**src/rtl/mdl_tempdet_mc.sv**
```systemverilog
// mdl_tempdet_mc: multi-channel temperature-drop detector and heater control.
// Each channel debounces its TEMPLO_n sensor, pulses TEMPDROP_SET_n on a drop of
// the gated sensor, and runs a small heater FSM driven by the 2MHz stop/restart.
// Optional build macro TEMPDET_WATCHDOG_EN adds a per-channel heater-on watchdog
// with a sticky FAULT state; without it the heater leaves HEAT only on clear.
module mdl_tempdet_mc #(
    parameter int CH     = 2,
    parameter int DB_LEN = 8,
    parameter int DB_W   = 4,
    parameter int TMO    = 50000,
    parameter int TMO_W  = 16
) (
    input  logic          i_MCLK,
    input  logic          i_RST,
    input  logic          i_CLK4M_PCEN_n,
    input  logic          i_CLK2M_STOP_n,
    input  logic          i_CLK2M_STOP_DLYD_n,
    input  logic [CH-1:0] i_TEMPLO_n,
    input  logic          i_FAULT_CLR,
    output logic [CH-1:0] o_TEMPDROP_SET_n,
    output logic [CH-1:0] o_HEATEN_n,
    output logic [CH-1:0] o_FAULT,
    output logic          o_TEMPOK
);

`ifdef TEMPDET_WATCHDOG_EN
    typedef enum logic [1:0] {ST_OFF, ST_HEAT, ST_FAULT} state_t;
    localparam logic [TMO_W-1:0] TMO_LAST = TMO_W'(TMO - 1);
`else
    typedef enum logic {ST_OFF, ST_HEAT} state_t;
    // Watchdog configuration and fault clear have no function in this build.
    logic unused_cfg;
    assign unused_cfg = i_FAULT_CLR ^ (TMO_W'(TMO) == '0);
`endif

    localparam logic [DB_W-1:0] DB_LAST = DB_W'(DB_LEN - 1);

    logic          tick;
    logic          dly_q;
    logic          tempok_q;
    logic [CH-1:0] filt_q;

    assign tick     = ~i_CLK4M_PCEN_n;
    assign o_TEMPOK = tempok_q;

    // Shared delayed-stop history and the all-channels-warm flag.
    always_ff @(posedge i_MCLK or posedge i_RST) begin
        if (i_RST) begin
            dly_q    <= 1'b1;
            tempok_q <= 1'b1;
        end else if (tick) begin
            dly_q    <= i_CLK2M_STOP_DLYD_n;
            tempok_q <= &filt_q;
        end
    end

    genvar gi;
    generate
        for (gi = 0; gi < CH; gi++) begin : g_ch
            logic [DB_W-1:0] db_cnt_q, db_cnt_d;
            logic            filt_d;
            logic            gate, gate_q;
            logic            drop_n_q;
            logic            clr, set;
            logic            clr_p_q, set_p_q;
            logic            heat_n, fault;
            state_t          state_q, state_d;
`ifdef TEMPDET_WATCHDOG_EN
            logic [TMO_W-1:0] wd_q, wd_d;
`endif

            assign gate = i_CLK2M_STOP_n & filt_q[gi];
            assign clr  = (~gate_q & gate) | ~i_CLK2M_STOP_n;
            assign set  = ~dly_q & i_CLK2M_STOP_DLYD_n & ~filt_q[gi];

            // Debounce: the filtered level follows raw only after DB_LEN differing ticks.
            always_comb begin
                db_cnt_d = '0;
                filt_d   = filt_q[gi];
                if (i_TEMPLO_n[gi] != filt_q[gi]) begin
                    if (db_cnt_q == DB_LAST) begin
                        filt_d = i_TEMPLO_n[gi];
                    end else begin
                        db_cnt_d = db_cnt_q + 1'b1;
                    end
                end
            end

            // Sensor filter, edge history, drop pulse and the clr/set pipeline stage.
            always_ff @(posedge i_MCLK or posedge i_RST) begin
                if (i_RST) begin
                    db_cnt_q   <= '0;
                    filt_q[gi] <= 1'b1;
                    gate_q     <= 1'b0;
                    drop_n_q   <= 1'b1;
                    clr_p_q    <= 1'b0;
                    set_p_q    <= 1'b0;
                end else if (tick) begin
                    db_cnt_q   <= db_cnt_d;
                    filt_q[gi] <= filt_d;
                    gate_q     <= gate;
                    drop_n_q   <= ~(gate_q & ~gate);
                    clr_p_q    <= clr;
                    set_p_q    <= set;
                end
            end

            // Heater FSM next state and Moore outputs; clear dominates set.
            always_comb begin
                state_d = state_q;
                heat_n  = 1'b1;
                fault   = 1'b0;
`ifdef TEMPDET_WATCHDOG_EN
                wd_d    = '0;
`endif
                case (state_q)
                    ST_OFF: begin
                        if (set_p_q && !clr_p_q) state_d = ST_HEAT;
                    end
                    ST_HEAT: begin
                        heat_n = 1'b0;
                        if (clr_p_q) begin
                            state_d = ST_OFF;
`ifdef TEMPDET_WATCHDOG_EN
                        end else if (wd_q == TMO_LAST) begin
                            state_d = ST_FAULT;
                        end else begin
                            wd_d = (&wd_q) ? wd_q : wd_q + 1'b1;
`endif
                        end
                    end
`ifdef TEMPDET_WATCHDOG_EN
                    ST_FAULT: begin
                        fault = 1'b1;
                        if (i_FAULT_CLR) state_d = ST_OFF;
                    end
`endif
                    default: state_d = ST_OFF;
                endcase
            end

            // Heater FSM state register (and watchdog count when built in).
            always_ff @(posedge i_MCLK or posedge i_RST) begin
                if (i_RST) begin
                    state_q <= ST_OFF;
`ifdef TEMPDET_WATCHDOG_EN
                    wd_q    <= '0;
`endif
                end else if (tick) begin
                    state_q <= state_d;
`ifdef TEMPDET_WATCHDOG_EN
                    wd_q    <= wd_d;
`endif
                end
            end

            assign o_TEMPDROP_SET_n[gi] = drop_n_q;
            assign o_HEATEN_n[gi]       = heat_n;
            assign o_FAULT[gi]          = fault;
        end
    endgenerate

endmodule
```
**config.mk**
```make
export PLATFORM = sky130hd
export DESIGN_NAME = mdl_tempdet_mc
export DESIGN_NICKNAME = d
export VERILOG_FILES = /design/src/rtl/mdl_tempdet_mc.sv
export SDC_FILE = /design/constraint.sdc
export NUM_CORES = 1
export LEC_CHECK = 0
export CAP_MARGIN = 20
export CORE_UTILIZATION = 50
export DETAILED_ROUTE_END_ITERATION = 7
export DONT_BUFFER_PORTS = 1
export SYNTH_ARGS = -nofsm -noshare
export SYNTH_HDL_FRONTEND = slang
export SYNTH_SLANG_ARGS = --single-unit
```
**constraint.sdc**
```tcl
create_clock -name i_MCLK -period 2.7 [get_ports i_MCLK]
set_clock_uncertainty 0.2 [all_clocks]
set_input_delay 0.54 -clock i_MCLK [delete_from_list [all_inputs] [get_ports i_MCLK]]
set_output_delay 0.54 -clock i_MCLK [all_outputs]
set_load 0.1 [all_outputs]
```
==> notes.md <==
run metrics: setup TNS 0 ns, fill cell count 177, pin count of the biggest net entering global routing 28, total congestion overflow 0, tapcell count 27, status finished clean, Final #Nets 112, top sig layer met4, yosys stat area 1074 um2, Tcrit/Tclk final 76.74%, clk ins delay skew pair 0.32 ns, Worst Tran Pin Value 0.8342 ns, CP bufs+invs 1, vias in the first global route 657, Sink Count 22, CP Cell Sequence inv_1, CTS clk-pin slew, worst paths 0.13 ns, setup slack, reg-to-reg 1.24 ns, Yosys cell types 30, fraction of final layout cells sized beyond drive strength 1 12.87%, DRT iter0 DRCs 10, switching power share of the total 33.71%, H-tree levels 1
[state kept, by name, indices dropped and copies added (netlist names)]
| signal | flops |
|---|---|
| g_ch.set_p_q | 2 |
| g_ch.state_q | 2 |
| filt_q | 2 |
| g_ch.gate_q | 2 |
| g_ch.clr_p_q | 2 |
| g_ch.drop_n_q | 2 |
| g_ch.db_cnt_q | 8 |
| dly_q | 1 |
| o_TEMPOK | 1 |
[cell families after synthesis]
logic type               after synthesis  share of synthesized area [%]
XOR/XNOR                               4                          3.264
adder cells (fa/ha/maj)                2                          2.331
AND-OR/OR-AND                         30                          18.88
other                                  1                         0.3493
AND/OR/NAND/NOR                       27                          11.66
buffers and inverters                 19                          9.440
multiplexers                           2                          2.098
flip-flops                            22                          51.98
[routing by layer]
layer / vias to the layer above / GRT usage (%)
met2: 20 / 23.00
met4: 0 / 8.824
met3: 5 / 3.774
li1: 348 / -
met1: 333 / 23.86
met5: - / 0
[worst reg2reg max path, cell delays in order (launching register included)]
cell	delay, ns
dfstp_2	0.61
xnor2_1	0.19
o21ai_0	0.12
a22o_1	0.24
[metrics by stage]
stage                     instance area [um2]  hold slack [ns]
after detailed placement                 1040           0.2421
after global routing                     1076          0.04563
after CTS                                1076          0.06191
after floorplan                          1077           0.2238
final                                    1076          0.05762
after global placement                   1040           0.2316
[worst max path at each step]
| stage | startpoint | endpoint | depth (start not counted) |
|---|---|---|---|
| after floorplan | o_TEMPOK | o_TEMPOK | 0 |
| after global placement | g_ch[1].state_q | o_HEATEN_n[1] | 1 |
| after detailed placement | g_ch[0].state_q | o_HEATEN_n[0] | 1 |
| after CTS | g_ch[0].state_q | o_HEATEN_n[0] | 1 |
| after global routing | g_ch[0].state_q | o_HEATEN_n[0] | 1 |
| final | g_ch[1].state_q | o_HEATEN_n[1] | 1 |
### Floorplan with the power grid

Scale: 8 px per um. Pins as bars on the die edge. Tap cells in grey.
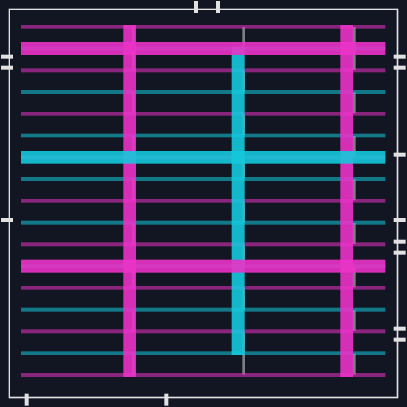
legend:
  cyan:
    net: VDD
  magenta:
    net: VSS
signal pins: 15
met4 straps: 3
rows: 16
die width: 48.34 um
VDD IR max: 372.6 uV
Core Region: 1982 um2
die height: 48.34 um

### Register map, names as in the netlist

Scale: 10 px per um. Other sequential cells in the stronger grey, the rest of the logic in the fainter grey.
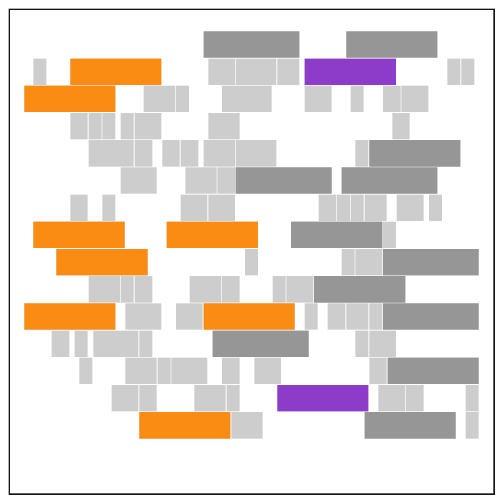
legend:
  purple:
    name_in_the_netlist: g_ch.set_p_q
    flops: 2
  orange:
    name_in_the_netlist: g_ch.db_cnt_q
    flops: 8
flop share of the area: 51.86%
final core occ: 54.29%
Sequential Area: 558.0 um2

### Signal wires by layer

Scale: 10 px per um.
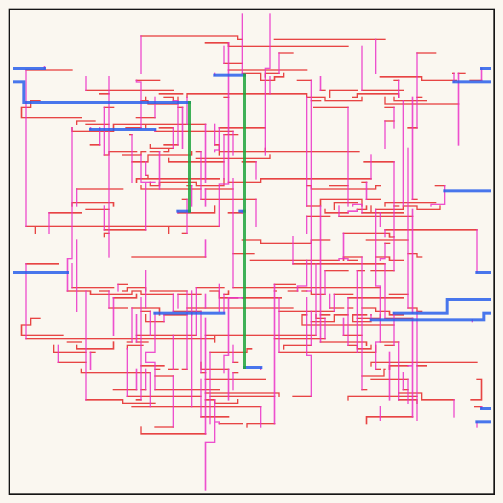
legend:
  green:
    layer: metal 4
    wire_length: 40.1 um
  blue:
    layer: metal 3
    wire_length: 82.6 um
  red:
    layer: metal 1
    wire_length: 846 um
  magenta:
    layer: metal 2
    wire_length: 701 um
via count: 706
Total GRT Usage: 16.51%

Power and IR drop assume default switching activity.
